Fig. 1: run 1, a small window of the routed layout
Region (57, 96) to (107, 146) µm. Cells in grey, sequential cells in the stronger grey; small squares are vias.
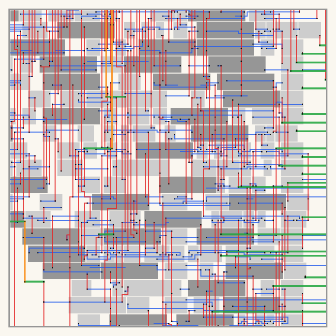
Fig. 2: run 1, clock routing
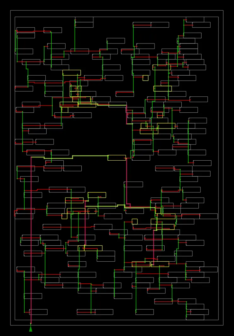
Fig. 3: run 1, the metal 4 layer
Scale: 2 px per µm. Supply wires on this layer in grey.
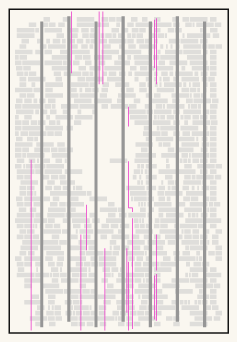
**config.mk**
```make
export PLATFORM = sky130hd
export DESIGN_NAME = mem_port_arbiter
export DESIGN_NICKNAME = d
export VERILOG_FILES = /design/src/rtl/mem_port_arbiter.sv
export SDC_FILE = /design/constraint.sdc
export NUM_CORES = 1
export LEC_CHECK = 0
export CAP_MARGIN = 20
export CORE_ASPECT_RATIO = 1.5
export CORE_MARGIN = 2
export CORE_UTILIZATION = 45
export DETAILED_ROUTE_END_ITERATION = 6
export PLACE_DENSITY_LB_ADDON = 0.25
export SLEW_MARGIN = 25
export SYNTH_ARGS = -nofsm -noshare
export SYNTH_HDL_FRONTEND = slang
export SYNTH_SLANG_ARGS = --single-unit
```
**constraint.sdc**
```tcl
create_clock -name clk -period 14.45 [get_ports clk]
set_input_delay 2.1675 -clock clk [delete_from_list [all_inputs] [get_ports clk]]
set_output_delay 2.1675 -clock clk [all_outputs]
set_load 0.03 [all_outputs]
```
**src/rtl/mem_port_arbiter.sv**
```systemverilog
// Purpose: shares the single backing-memory port between I-cache line refills and data loads/stores, round-robin on ties.
// Latency: grant sampled at T -> *_req_ready and mem request at T+1; memory response at R -> requester pulse at R+1.
// Backpressure: requesters wait while busy; mem_req_* held stable until mem_req_ready; a refill is never interrupted.
module mem_port_arbiter #(
  parameter int XLEN       = 32,
  parameter int LINE_WORDS = 4
) (
  input  logic                          clk,
  input  logic                          reset,
  input  logic                          ic_req_valid,
  input  logic [XLEN-1:0]               ic_req_addr,
  output logic                          ic_req_ready,
  output logic                          ic_rvalid,
  output logic [XLEN-1:0]               ic_rdata,
  output logic [$clog2(LINE_WORDS)-1:0] ic_rword,
  output logic                          ic_rlast,
  input  logic                          d_req_valid,
  input  logic                          d_req_we,
  input  logic [XLEN-1:0]               d_req_addr,
  input  logic [XLEN-1:0]               d_req_wdata,
  input  logic [3:0]                    d_req_wstrb,
  output logic                          d_req_ready,
  output logic                          d_rvalid,
  output logic [XLEN-1:0]               d_rdata,
  output logic                          mem_req_valid,
  output logic                          mem_req_we,
  output logic [XLEN-1:0]               mem_req_addr,
  output logic [XLEN-1:0]               mem_req_wdata,
  output logic [3:0]                    mem_req_wstrb,
  input  logic                          mem_req_ready,
  input  logic                          mem_resp_valid,
  input  logic [XLEN-1:0]               mem_resp_data,
  output logic                          busy
);
  localparam int WB  = $clog2(LINE_WORDS);
  localparam int OFF = WB + 2;
  // Clears the byte-in-line offset so refills always start at word 0 of the line.
  localparam logic [XLEN-1:0] LINE_MASK = ~((XLEN'(1) << OFF) - XLEN'(1));
  // Clears the byte-in-word offset of data addresses.
  localparam logic [XLEN-1:0] WORD_MASK = ~XLEN'(3);
  localparam logic [WB-1:0]   K_LAST    = WB'(LINE_WORDS - 1);

  typedef enum logic [2:0] {IDLE, IC_REQ, IC_WAIT, D_REQ, D_WAIT} state_t;

  state_t          state;
  logic [WB-1:0]   k;
  logic            last_grant_ic;  // 1: the I-cache won the most recent grant
  logic [XLEN-1:0] ic_base;
  logic            d_we;
  logic [XLEN-1:0] d_addr;
  logic [XLEN-1:0] d_wdata;
  logic [3:0]      d_wstrb;

  // Transaction sequencer: arbitration, request capture, word counting and registered response pulses.
  always_ff @(posedge clk or posedge reset) begin
    if (reset) begin
      state         <= IDLE;
      k             <= '0;
      last_grant_ic <= 1'b1;
      ic_base       <= '0;
      d_we          <= 1'b0;
      d_addr        <= '0;
      d_wdata       <= '0;
      d_wstrb       <= '0;
      ic_req_ready  <= 1'b0;
      ic_rvalid     <= 1'b0;
      ic_rdata      <= '0;
      ic_rword      <= '0;
      ic_rlast      <= 1'b0;
      d_req_ready   <= 1'b0;
      d_rvalid      <= 1'b0;
      d_rdata       <= '0;
    end else begin
      ic_req_ready <= 1'b0;
      d_req_ready  <= 1'b0;
      ic_rvalid    <= 1'b0;
      ic_rlast     <= 1'b0;
      d_rvalid     <= 1'b0;
      unique case (state)
        IDLE: begin
          // On a tie the requester that did not win last time goes first.
          if (d_req_valid && (!ic_req_valid || last_grant_ic)) begin
            d_we          <= d_req_we;
            d_addr        <= d_req_addr & WORD_MASK;
            d_wdata       <= d_req_wdata;
            d_wstrb       <= d_req_wstrb;
            d_req_ready   <= 1'b1;
            last_grant_ic <= 1'b0;
            state         <= D_REQ;
          end else if (ic_req_valid) begin
            ic_base       <= ic_req_addr & LINE_MASK;
            k             <= '0;
            ic_req_ready  <= 1'b1;
            last_grant_ic <= 1'b1;
            state         <= IC_REQ;
          end
        end
        IC_REQ: begin
          if (mem_req_ready) state <= IC_WAIT;
        end
        IC_WAIT: begin
          if (mem_resp_valid) begin
            ic_rvalid <= 1'b1;
            ic_rdata  <= mem_resp_data;
            ic_rword  <= k;
            if (k == K_LAST) begin
              ic_rlast <= 1'b1;
              state    <= IDLE;
            end else begin
              k     <= k + WB'(1);
              state <= IC_REQ;
            end
          end
        end
        D_REQ: begin
          if (mem_req_ready) state <= D_WAIT;
        end
        D_WAIT: begin
          if (mem_resp_valid) begin
            d_rvalid <= 1'b1;
            d_rdata  <= d_we ? '0 : mem_resp_data;
            state    <= IDLE;
          end
        end
        default: state <= IDLE;
      endcase
    end
  end

  // Memory request fields decoded from the registered state and captured request; zero outside request states.
  always_comb begin
    mem_req_valid = 1'b0;
    mem_req_we    = 1'b0;
    mem_req_addr  = '0;
    mem_req_wdata = '0;
    mem_req_wstrb = '0;
    case (state)
      IC_REQ: begin
        mem_req_valid = 1'b1;
        mem_req_addr  = ic_base + (XLEN'(k) << 2);
      end
      D_REQ: begin
        mem_req_valid = 1'b1;
        mem_req_we    = d_we;
        mem_req_addr  = d_addr;
        mem_req_wdata = d_wdata;
        mem_req_wstrb = d_wstrb;
      end
      default: ;
    endcase
  end

  assign busy = (state != IDLE);
endmodule

```
==> metrics.log, run 1 <==
[flow] collecting metrics
INFO  metric syn_inst = 575
INFO  metric drtIter0Drc = 230
INFO  metric globalRoute.busiestLayer = met2
INFO  metric p_per_area = 232 nW/µm²
INFO  metric largest_registers = d_rdata x32, d_wdata x32, ic_rdata x32
INFO  metric maxClockFrequency = 0.199 GHz
INFO  metric net_count_reported_at_finish = 973
INFO  metric run_status = finished clean
INFO  metric grt_max_degree = 96
INFO  metric hold-path-cell-count = 2
INFO  metric portion_of_the_layout_cell_area_used_by_clock_cells = 0.0497
INFO  metric tritoncts = done
INFO  metric tool_warnings = 32
INFO  metric cts-htree-levels = 4
INFO  metric drt_first_pass_iters = 4
INFO  metric wl_per_cell = 17.4 µm
INFO  metric finalNonFillerCells = 1050
INFO  metric crit_path_max_fanout = 39
INFO  metric floorplan.tapcells = 206
INFO  metric power.combinational.fraction = 0.485
INFO  metric rr_startpoint = state[1]
INFO  metric final-comb-area = 2830 µm²
INFO  metric synth.cells.most_frequent = sky130_fd_sc_hd__dfrtp_1, sky130_fd_sc_hd__mux2_2, sky130_fd_sc_hd__and2_1
INFO  metric antenna_cells_inserted = 0
INFO  metric final_antenna_net_count = 0
INFO  metric layout.cells.most_common = sky130_fd_sc_hd__clkdlybuf4s50_1
INFO  metric post_cts.repair.setup_buffers = 0
INFO  metric floorplan.io_pins = 281
INFO  metric nFillCells = 1258
INFO  metric p_sw_frac = 0.393
INFO  metric max-vdd-ir-drop = 0.127 mV
INFO  metric die-area = 17500 µm²
INFO  metric yosysCellCount = 575
INFO  metric tightestPinTransition = 0.942 ns
INFO  metric synth-xor-area-share = 0
INFO  metric grt_first_pass_wirelength = 29200 µm
INFO  metric layout.non_clock_buffers = 278
INFO  metric site_row_count = 57
INFO  metric p_clk_frac = 0.169
INFO  metric slew-limit-headroom = 0.372
INFO  metric crit_arrival = 2.86 ns
INFO  metric area_leaders = sky130_fd_sc_hd__dfrtp_1, sky130_fd_sc_hd__mux2_2, sky130_fd_sc_hd__mux2_1
INFO  metric worstPathBufferInverterCount = 1
INFO  metric hold_end = d_rdata[2]
INFO  metric chipWidth = 109 µm
INFO  metric timing_hold_violations_final = 0
INFO  metric fraction_of_final_layout_cells_sized_beyond_drive_strength_1 = 0.167
INFO  metric setup_viol_count_final = 0
INFO  metric globalRouteMet1Util = 0.237
INFO  metric ys.warnings.count = 0
INFO  metric multiInputCombCellCount = 356
INFO  metric place.gp.congestion = 0.742
INFO  metric bufAreaShareNonClock = 0.258
INFO  metric pwr.group.sequential = 0.865 mW
INFO  metric number_of_buffers_inserted_by_port_buffering = 272
INFO  metric yosys_register_bits = 172
INFO  metric slowest_stage = sky130_fd_sc_hd__dfrtp_4
INFO  metric max-clock-path-buffers = 2
INFO  metric cts_root_buf = sky130_fd_sc_hd__clkbuf_16
INFO  metric vias_per_cell = 5.02
INFO  metric area.share.combinational = 0.264
INFO  metric worst_path_dominant_cell_family = simple AND/OR/NAND/NOR gates
INFO  metric met2_length = 9770 µm
INFO  metric post_synth_main_logic_family = multiplexers
INFO  metric timing.clock.skew = 0.0144 ns
INFO  metric area.share.sequential = 0.401
INFO  metric placed_instance_area = 10200 µm²
INFO  metric reg2regPathDepth = 4
INFO  metric setup_repair_after_global_routing_missed_its_margin = no
INFO  metric utilization_after_layout = 0.666
INFO  metric synthAoiAreaFrac = 0.0299
INFO  metric clk_pin_slew = 0.06 ns
INFO  metric n_clock_buffer = 17
INFO  metric synth_area_per_cell = 12.9 µm²
INFO  metric final_design_area_no_fill = 10700 µm²
INFO  metric yosys_most_used_dff = sky130_fd_sc_hd__dfrtp_1
INFO  metric fp.dieH = 161 µm
INFO  metric setup_tns = 0 ns
INFO  metric post-synth-top-area-cell = sky130_fd_sc_hd__dfrtp_1
INFO  metric initial_utilization = 0.459
INFO  metric layout_min_cycle_time = 5.03 ns
INFO  metric holdWs = 0.484 ns
INFO  metric cp-startpoint = state[1]
INFO  metric critical-path-max-stage-delay = 0.86 ns
INFO  metric timing.rr.end = d_wdata[21]
INFO  metric area_of_the_mapped_netlist = 7400 µm²
INFO  metric holdCritPathClass = flop to flop
INFO  metric yosys.cell_count.top_type = sky130_fd_sc_hd__dfrtp_1
INFO  metric final.setup.worst_slack = 9.42 ns
INFO  metric met3RoutedLength = 1150 µm
INFO  metric biggestCellCategory = sequential cells
INFO  metric seqCellArea = 4310 µm²
INFO  metric synthToLayoutAreaGrowth = 45.1%
INFO  metric num-nonclk-inverters = 8
INFO  metric yosys.stat.chipArea = 7400 µm²
INFO  metric timing.reg2reg.setup_slack = 11.64 ns
INFO  metric core_area = 16100 µm²
INFO  metric cellInternalPower = 1.51 mW
INFO  metric end_kind = output pin
INFO  metric groute.layer.met3.usage = 0.0557
INFO  metric synth-edff-count = 0
INFO  metric maxUsedRoutingLayer = met4
INFO  metric dpl_worst_slack = 9.12 ns
INFO  metric timing.max_cap.violations = 0
INFO  metric number_of_design_rule_violations_left_after_detail_routing = 0
INFO  metric ctsHoldBuffers = 0
INFO  metric timing_worst_setup_path_type = flop to output pin
INFO  metric antenna_found_initial = 0
INFO  metric power.clock.total = 0.421 mW
INFO  metric first_global_vias = 5846
INFO  metric crit_cells = 3
INFO  metric critPathCapture = mem_req_wdata[21]
INFO  metric critical_path.cell_chain = and3b_2, and2_1, clkdlybuf4s50_1
INFO  metric place_inst = 1020
INFO  metric most-common-layout-cells = sky130_fd_sc_hd__clkdlybuf4s50_1, sky130_fd_sc_hd__dfrtp_1, sky130_fd_sc_hd__mux2_2
INFO  metric final_max_slew_viol_count = 0
INFO  metric synth_cell_type_count = 34
INFO  metric synth.cellmix.simpleShare = 0.112
INFO  metric synth-seq-area-share = 0.582
INFO  metric tritoncts_buffer_count = 17
INFO  metric seq_power_share = 0.347
INFO  metric worstSetupStartpointType = flop
INFO  metric grt_use_met2 = 0.386
INFO  metric design.seq.count = 172
INFO  metric leakage = 4.58 nW
INFO  metric postCtsResizedCells = 0
INFO  metric wirelength_met1 = 6790 µm
INFO  metric yosys.area.top_type_share = 0.578
INFO  metric timing.hold.worst.start = d_rdata[2]
INFO  metric power_combinational = 1.21 mW
INFO  metric yosys-mux-area-fraction = 0.237
INFO  metric max_power_group = combinational cells
INFO  metric hpwlAfterDp = 13000 µm
INFO  metric p_sw = 0.981 mW
INFO  metric grt_remaining_overflow = 0
INFO  metric final_min_period_over_clock_period = 0.348
INFO  metric grt_usage = 0.216
INFO  metric synth_async_sr_flop_share = 1.00
INFO  metric yosys.area_share.adder = 0.00169
-- Fig. 1 (at the start) --
| colour | layer |
|---|---|
| orange | metal 4 |
| green | metal 3 |
| red | metal 2 |
| blue | metal 1 |
cells with their middle in the window: 151
netlist names of flops here include: d_rdata (14), ic_rdata (13), d_wdata (3)
sequential cells in the window: 33
most frequent: clkdlybuf4s50_1 (46), dfrtp_1 (33)

-- Fig. 2 (at the start) --
count of clock tree sinks: 172
Clk Latency, worst-skew pair: 0.42 ns

-- Fig. 3 (at the start) --
main direction: vertical
share of all routed wire: 3.2%
longest straight run: 85.0 µm
total wire length after detailed routing: 18300 µm
total via count after detailed routing: 5271

Fig. 4: run 1, I/O pins on the die edge
Scale: 2 px per µm. Pins as bars across the die edge, other pins in grey.
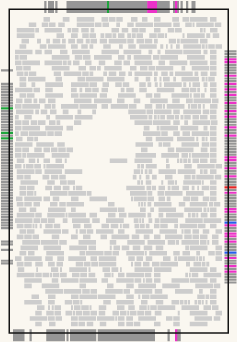

==> run 1 -> run 2 <==
CORE_UTILIZATION = 44   (was 45)
clock period = 5.1 ns   (was 14.45 ns; I/O delays follow)
Fig. 5: run 2, I/O pins on the die edge
Scale: 2 px per µm. Pins as bars across the die edge, other pins in grey.
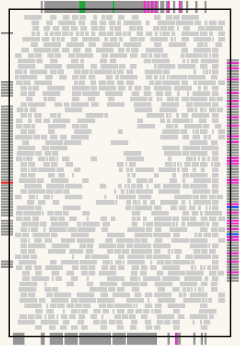
| colour | port | pins | direction | edge |
|---|---|---|---|---|
| green | mem_req_wstrb | 4 | output | top |
| magenta | mem_resp_data | 32 | input | 25 right, 6 top, 1 bottom |
| red | ic_req_valid | 1 | input | left |
| blue | ic_rword | 2 | output | right |
number of buffers inserted by port buffering: 272
Chip Width: 110 µm
die outline height: 163 µm

==> run 2 against run 1 <==
  * Core utilization fell by 1.4 points
  * Critical endpoint is now mem_req_wdata[29]
  * Sequential power rose to 2.8 times the previous value
  * First-iteration DRC count down 8.7%
  * Worst setup slack worse by 7.9 ns
  * Global-route usage decreased by 0.63 points
  * Critical path type unchanged
==> metrics.log, run 2 <==
[flow] collecting metrics
INFO  metric grt_use_met2 = 0.380 (was 0.386)
INFO  metric final_max_slew_viol_count = 0 (unchanged)
INFO  metric timing.reg2reg.setup_slack = 2.37 ns (was 11.64 ns)
INFO  metric nFillCells = 1334 (was 1258)
INFO  metric tritoncts_buffer_count = 17 (unchanged)
INFO  metric worst_path_dominant_cell_family = buffers and inverters (was simple AND/OR/NAND/NOR gates)
INFO  metric p_per_area = 666 nW/µm² (was 232 nW/µm²)
INFO  metric hold_end = d_rdata[5] (was d_rdata[2])
INFO  metric setup_repair_after_global_routing_missed_its_margin = no (unchanged)
INFO  metric synth.cellmix.simpleShare = 0.112 (unchanged)
INFO  metric run_status = finished clean (unchanged)
INFO  metric initial_utilization = 0.445 (was 0.459)
INFO  metric dpl_worst_slack = 1.54 ns (was 9.12 ns)
INFO  metric timing_hold_violations_final = 0 (unchanged)
INFO  metric die-area = 17900 µm² (was 17500 µm²)
INFO  metric tool_warnings = 32 (unchanged)
INFO  metric tightestPinTransition = 0.933 ns (was 0.942 ns)
INFO  metric place.gp.congestion = 0.757 (was 0.742)
INFO  metric biggestCellCategory = sequential cells (unchanged)
INFO  metric fraction_of_final_layout_cells_sized_beyond_drive_strength_1 = 0.170 (was 0.167)
INFO  metric drtIter0Drc = 210 (was 230)
INFO  metric first_global_vias = 5717 (was 5846)
INFO  metric synth.cells.most_frequent = sky130_fd_sc_hd__dfrtp_1, sky130_fd_sc_hd__mux2_2, sky130_fd_sc_hd__and2_1 (unchanged)
INFO  metric antenna_cells_inserted = 1 (was 0)
INFO  metric hpwlAfterDp = 13200 µm (was 13000 µm)
INFO  metric yosysCellCount = 575 (unchanged)
INFO  metric syn_inst = 575 (unchanged)
INFO  metric placed_instance_area = 10200 µm² (about the same)
INFO  metric portion_of_the_layout_cell_area_used_by_clock_cells = 0.0556 (was 0.0497)
INFO  metric synthAoiAreaFrac = 0.0299 (unchanged)
INFO  metric cp-startpoint = state[1] (unchanged)
INFO  metric clk_pin_slew = 0.07 ns (was 0.06 ns)
INFO  metric groute.layer.met3.usage = 0.0520 (was 0.0557)
INFO  metric critical-path-max-stage-delay = 0.69 ns (was 0.86 ns)
INFO  metric antenna_found_initial = 1 (was 0)
INFO  metric crit_cells = 4 (was 3)
INFO  metric setup_viol_count_final = 0 (unchanged)
INFO  metric grt_max_degree = 78 (was 96)
INFO  metric bufAreaShareNonClock = 0.259 (was 0.258)
INFO  metric floorplan.io_pins = 281 (unchanged)
INFO  metric n_clock_buffer = 19 (was 17)
INFO  metric pwr.group.sequential = 2.38 mW (was 0.865 mW)
INFO  metric met2_length = 9730 µm (was 9770 µm)
INFO  metric grt_first_pass_wirelength = 28700 µm (was 29200 µm)
INFO  metric cts_num_sinks = 172 (unchanged)
INFO  metric synth_async_sr_flop_share = 1.00 (unchanged)
INFO  metric core_area = 16600 µm² (was 16100 µm²)
INFO  metric layout.non_clock_buffers = 280 (was 278)
INFO  metric seqCellArea = 4310 µm² (about the same)
INFO  metric post_cts.repair.setup_buffers = 0 (unchanged)
INFO  metric grt_usage = 0.209 (was 0.216)
INFO  metric worstSetupStartpointType = flop (unchanged)
INFO  metric yosys_most_used_dff = sky130_fd_sc_hd__dfrtp_1 (unchanged)
INFO  metric multiInputCombCellCount = 356 (unchanged)
INFO  metric postCtsResizedCells = 0 (unchanged)
INFO  metric p_sw_frac = 0.387 (was 0.393)
INFO  metric synthToLayoutAreaGrowth = 46.6% (was 45.1%)
INFO  metric maxUsedRoutingLayer = met4 (unchanged)
INFO  metric p_sw = 2.79 mW (was 0.981 mW)
INFO  metric cellInternalPower = 4.43 mW (was 1.51 mW)
INFO  metric timing.hold.worst.start = d_rdata[5] (was d_rdata[2])
INFO  metric met3RoutedLength = 1300 µm (was 1150 µm)
INFO  metric p_clk_frac = 0.184 (was 0.169)
INFO  metric synth_area_per_cell = 12.9 µm² (unchanged)
INFO  metric ys.warnings.count = 0 (unchanged)
INFO  metric net_count_reported_at_finish = 975 (was 973)
INFO  metric yosys.area_share.adder = 0.00169 (unchanged)
INFO  metric largest_registers = d_rdata x32, d_wdata x32, ic_rdata x32 (unchanged)
INFO  metric critical_path.cell_chain = buf_4, and3b_2, and2_1, clkdlybuf4s50_1 (was and3b_2, and2_1, clkdlybuf4s50_1)
INFO  metric yosys.stat.chipArea = 7400 µm² (unchanged)
INFO  metric end_kind = output pin (unchanged)
INFO  metric timing.max_cap.violations = 0 (unchanged)
INFO  metric globalRoute.busiestLayer = met2 (unchanged)
INFO  metric wirelength_met1 = 6910 µm (was 6790 µm)
INFO  metric area.share.sequential = 0.397 (was 0.401)
INFO  metric cts_root_buf = sky130_fd_sc_hd__clkbuf_16 (unchanged)
INFO  metric drt_first_pass_iters = 4 (unchanged)
Fig. 6: run 2, a small window of the routed layout
Region (57, 97) to (107, 147) µm. Cells in grey, sequential cells in the stronger grey; small squares are vias.
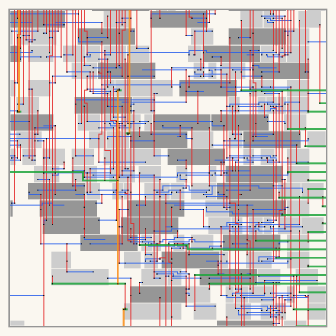
| colour | layer |
|---|---|
| green | metal 3 |
| blue | metal 1 |
| red | metal 2 |
| orange | metal 4 |
cells with their middle in the window: 131
netlist names of flops here include: ic_rdata (13), d_rdata (12), d_wdata (2)
sequential cells in the window: 28
most frequent: clkdlybuf4s50_1 (39), dfrtp_1 (28)

Fig. 7: run 2, the metal 4 layer
Scale: 2 px per µm. Supply wires on this layer in grey.
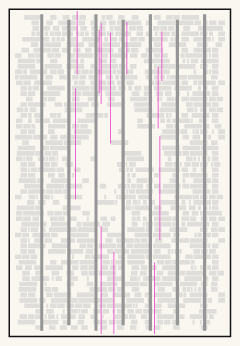

==> run 2 -> run 3 <==
CORE_UTILIZATION = 40   (was 44)
clock period = 3.05 ns   (was 5.1 ns; I/O delays follow)
Fig. 8: run 3, the metal 4 layer
Scale: 2 px per µm. Supply wires on this layer in grey.
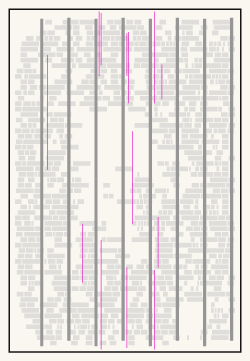
main direction: vertical
longest straight run: 57.1 µm
wire length on this layer: 469 µm
share of all routed wire: 2.6%

Fig. 9: run 3, a small window of the routed layout
Region (61, 103) to (111, 153) µm. Cells in grey, sequential cells in the stronger grey; small squares are vias.
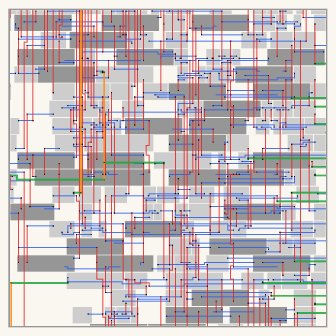
| colour | layer |
|---|---|
| green | metal 3 |
| blue | metal 1 |
| orange | metal 4 |
| red | metal 2 |
cells with their middle in the window: 137
most frequent: clkdlybuf4s50_1 (42), dfrtp_1 (33), o21ai_0 (14)
netlist names of flops here include: d_rdata (16), ic_rdata (14), d_wdata (2)
sequential cells in the window: 33

==> run 3 against run 2 <==
  * Critical endpoint is now mem_req_wstrb[3]
  * Worst setup slack worse by 1.3 ns
  * Largest power group unchanged
  * Worst hold slack worse by 0.025 ns
  * Core utilization down 4.9 points
  * Die size up 9.7%
  * Clock skew down 0.0058 ns
  * Clock power up 57%
  * Count of clock-buffer cells in the layout down 1
==> metrics.log, run 3 <==
[flow] collecting metrics
INFO  metric max_power_group = combinational cells (unchanged)
INFO  metric met3RoutedLength = 1220 µm (was 1300 µm)
INFO  metric cp-startpoint = state[0] (was state[1])
INFO  metric ctsHoldBuffers = 0 (unchanged)
INFO  metric maxUsedRoutingLayer = met4 (unchanged)
INFO  metric final_design_area_no_fill = 10900 µm² (about the same)
INFO  metric first_global_vias = 5766 (was 5717)
INFO  metric floorplan.tapcells = 217 (was 210)
INFO  metric area_of_the_mapped_netlist = 7400 µm² (unchanged)
INFO  metric max-clock-path-buffers = 2 (unchanged)
INFO  metric slowest_stage = sky130_fd_sc_hd__clkdlybuf4s50_1 (unchanged)
INFO  metric finalNonFillerCells = 1070 (was 1058)
INFO  metric wl_per_cell = 16.7 µm (was 17.4 µm)
INFO  metric run_status = finished clean (unchanged)
INFO  metric cts_num_sinks = 172 (unchanged)
INFO  metric maxClockFrequency = 0.353 GHz
INFO  metric synth.cellmix.simpleShare = 0.112 (unchanged)
INFO  metric timing_hold_violations_final = 0 (unchanged)
INFO  metric setup_tns = 0 ns (unchanged)
INFO  metric p_sw = 4.62 mW (was 2.79 mW)
INFO  metric detailroute.via_count = 5255 (was 5290)
INFO  metric critPathCapture = mem_req_wstrb[3] (was mem_req_wdata[29])
INFO  metric n_clock_buffer = 18 (was 19)
INFO  metric synth.cells.most_frequent = sky130_fd_sc_hd__dfrtp_1, sky130_fd_sc_hd__mux2_2, sky130_fd_sc_hd__and2_1 (unchanged)
INFO  metric cts_root_buf = sky130_fd_sc_hd__clkbuf_16 (unchanged)
INFO  metric synth-xor-area-share = 0 (unchanged)
INFO  metric post_synth_main_logic_family = multiplexers (unchanged)
INFO  metric nFillCells = 1469 (was 1334)
INFO  metric biggestCellCategory = sequential cells (unchanged)
INFO  metric p_clk_frac = 0.175 (was 0.184)
INFO  metric timing_worst_setup_path_type = flop to output pin (unchanged)
INFO  metric grt_remaining_overflow = 0 (unchanged)
INFO  metric placed_instance_area = 10300 µm² (was 10200 µm²)
INFO  metric grt_use_met2 = 0.332 (was 0.380)
INFO  metric fraction_of_final_layout_cells_sized_beyond_drive_strength_1 = 0.175 (was 0.170)
INFO  metric number_of_design_rule_violations_left_after_detail_routing = 0 (unchanged)
INFO  metric number_of_buffers_inserted_by_port_buffering = 272 (unchanged)
INFO  metric net_count_reported_at_finish = 980 (was 975)
INFO  metric hpwlAfterDp = 12900 µm (was 13200 µm)
INFO  metric design.seq.count = 172 (unchanged)
INFO  metric timing.clock.skew = 0.0108 ns (was 0.0166 ns)
INFO  metric tritoncts = done (unchanged)
INFO  metric bufAreaShareNonClock = 0.264 (was 0.259)
INFO  metric crit_path_max_fanout = 38 (was 39)
INFO  metric ys.warnings.count = 0 (unchanged)
INFO  metric clk-insertion-delay-late = 0.43 ns (about the same)
INFO  metric layout.non_clock_buffers = 285 (was 280)
INFO  metric power.combinational.fraction = 0.498 (was 0.486)
INFO  metric seqCellArea = 4310 µm² (unchanged)
INFO  metric layout.cells.most_common = sky130_fd_sc_hd__clkdlybuf4s50_1 (unchanged)
INFO  metric cellInternalPower = 7.34 mW (was 4.43 mW)
INFO  metric p_per_area = 1100 nW/µm² (was 666 nW/µm²)
INFO  metric dpl_worst_slack = 0.610 ns (was 1.54 ns)
INFO  metric worstPathBufferInverterCount = 2 (unchanged)
INFO  metric max-vdd-ir-drop = 0.637 mV (was 0.319 mV)
INFO  metric floorplan.io_pins = 281 (unchanged)
INFO  metric critical-path-max-stage-delay = 0.68 ns (was 0.69 ns)
INFO  metric holdCritPathClass = input port to async pin (was flop to flop)
INFO  metric postCtsResizedCells = 0 (unchanged)
INFO  metric yosys.area.top_type_share = 0.578 (unchanged)
INFO  metric cts-htree-levels = 4 (unchanged)
INFO  metric area_leaders = sky130_fd_sc_hd__dfrtp_1, sky130_fd_sc_hd__mux2_2, sky130_fd_sc_hd__mux2_1 (unchanged)
INFO  metric timing.max_cap.violations = 0 (unchanged)
INFO  metric met2_length = 9490 µm (was 9730 µm)
INFO  metric synth-seq-area-share = 0.582 (unchanged)
INFO  metric portion_of_the_layout_cell_area_used_by_clock_cells = 0.0526 (was 0.0556)
INFO  metric end_kind = output pin (unchanged)
INFO  metric leakage = 4.65 nW (was 4.63 nW)
INFO  metric chipWidth = 115 µm (was 110 µm)
INFO  metric antenna_found_initial = 0 (was 1)
INFO  metric yosys.cell_count.top_type = sky130_fd_sc_hd__dfrtp_1 (unchanged)
INFO  metric grt_first_pass_wirelength = 28600 µm (was 28700 µm)
INFO  metric most-common-layout-cells = sky130_fd_sc_hd__clkdlybuf4s50_1, sky130_fd_sc_hd__dfrtp_1, sky130_fd_sc_hd__mux2_2 (unchanged)
INFO  metric grt_usage = 0.186 (was 0.209)
INFO  metric post-synth-top-area-cell = sky130_fd_sc_hd__dfrtp_1 (unchanged)
INFO  metric globalRoute.busiestLayer = met2 (unchanged)
INFO  metric pwr.group.sequential = 3.92 mW (was 2.38 mW)
INFO  metric largest_registers = d_rdata x32, d_wdata x32, ic_rdata x32 (unchanged)
INFO  metric synth_async_sr_flop_share = 1.00 (unchanged)
INFO  metric yosysCellCount = 575 (unchanged)
INFO  metric final_max_slew_viol_count = 0 (unchanged)
INFO  metric groute.layer.met3.usage = 0.0599 (was 0.0520)
INFO  metric seq_power_share = 0.327 (was 0.330)
INFO  metric final-comb-area = 2830 µm² (about the same)
INFO  metric tool_warnings = 32 (unchanged)
INFO  metric place.gp.congestion = 0.774 (was 0.757)
INFO  metric place_inst = 1038 (was 1026)
INFO  metric fp.dieH = 171 µm (was 163 µm)
INFO  metric multiInputCombCellCount = 356 (unchanged)
INFO  metric final_antenna_net_count = 0 (unchanged)
INFO  metric vias_per_cell = 4.91 (was 5.00)
INFO  metric site_row_count = 60 (was 58)
INFO  metric yosys-mux-area-fraction = 0.237 (unchanged)
INFO  metric timing.reg2reg.setup_slack = 0.87 ns (was 2.37 ns)
INFO  metric synth-edff-count = 0 (unchanged)
INFO  metric power.clock.total = 2.09 mW (was 1.33 mW)
INFO  metric tritoncts_buffer_count = 17 (unchanged)
INFO  metric grt_max_degree = 70 (was 78)
INFO  metric antenna_cells_inserted = 0 (was 1)
INFO  metric area.share.combinational = 0.260 (was 0.261)
INFO  metric synth_area_per_cell = 12.9 µm² (unchanged)
INFO  metric drt_first_pass_iters = 4 (unchanged)
INFO  metric synthAoiAreaFrac = 0.0299 (unchanged)
INFO  metric num-nonclk-inverters = 8 (unchanged)
INFO  metric core_area = 18000 µm² (was 16600 µm²)
INFO  metric yosys_register_bits = 172 (unchanged)
INFO  metric die-area = 19600 µm² (was 17900 µm²)
Power and IR drop assume default switching activity.
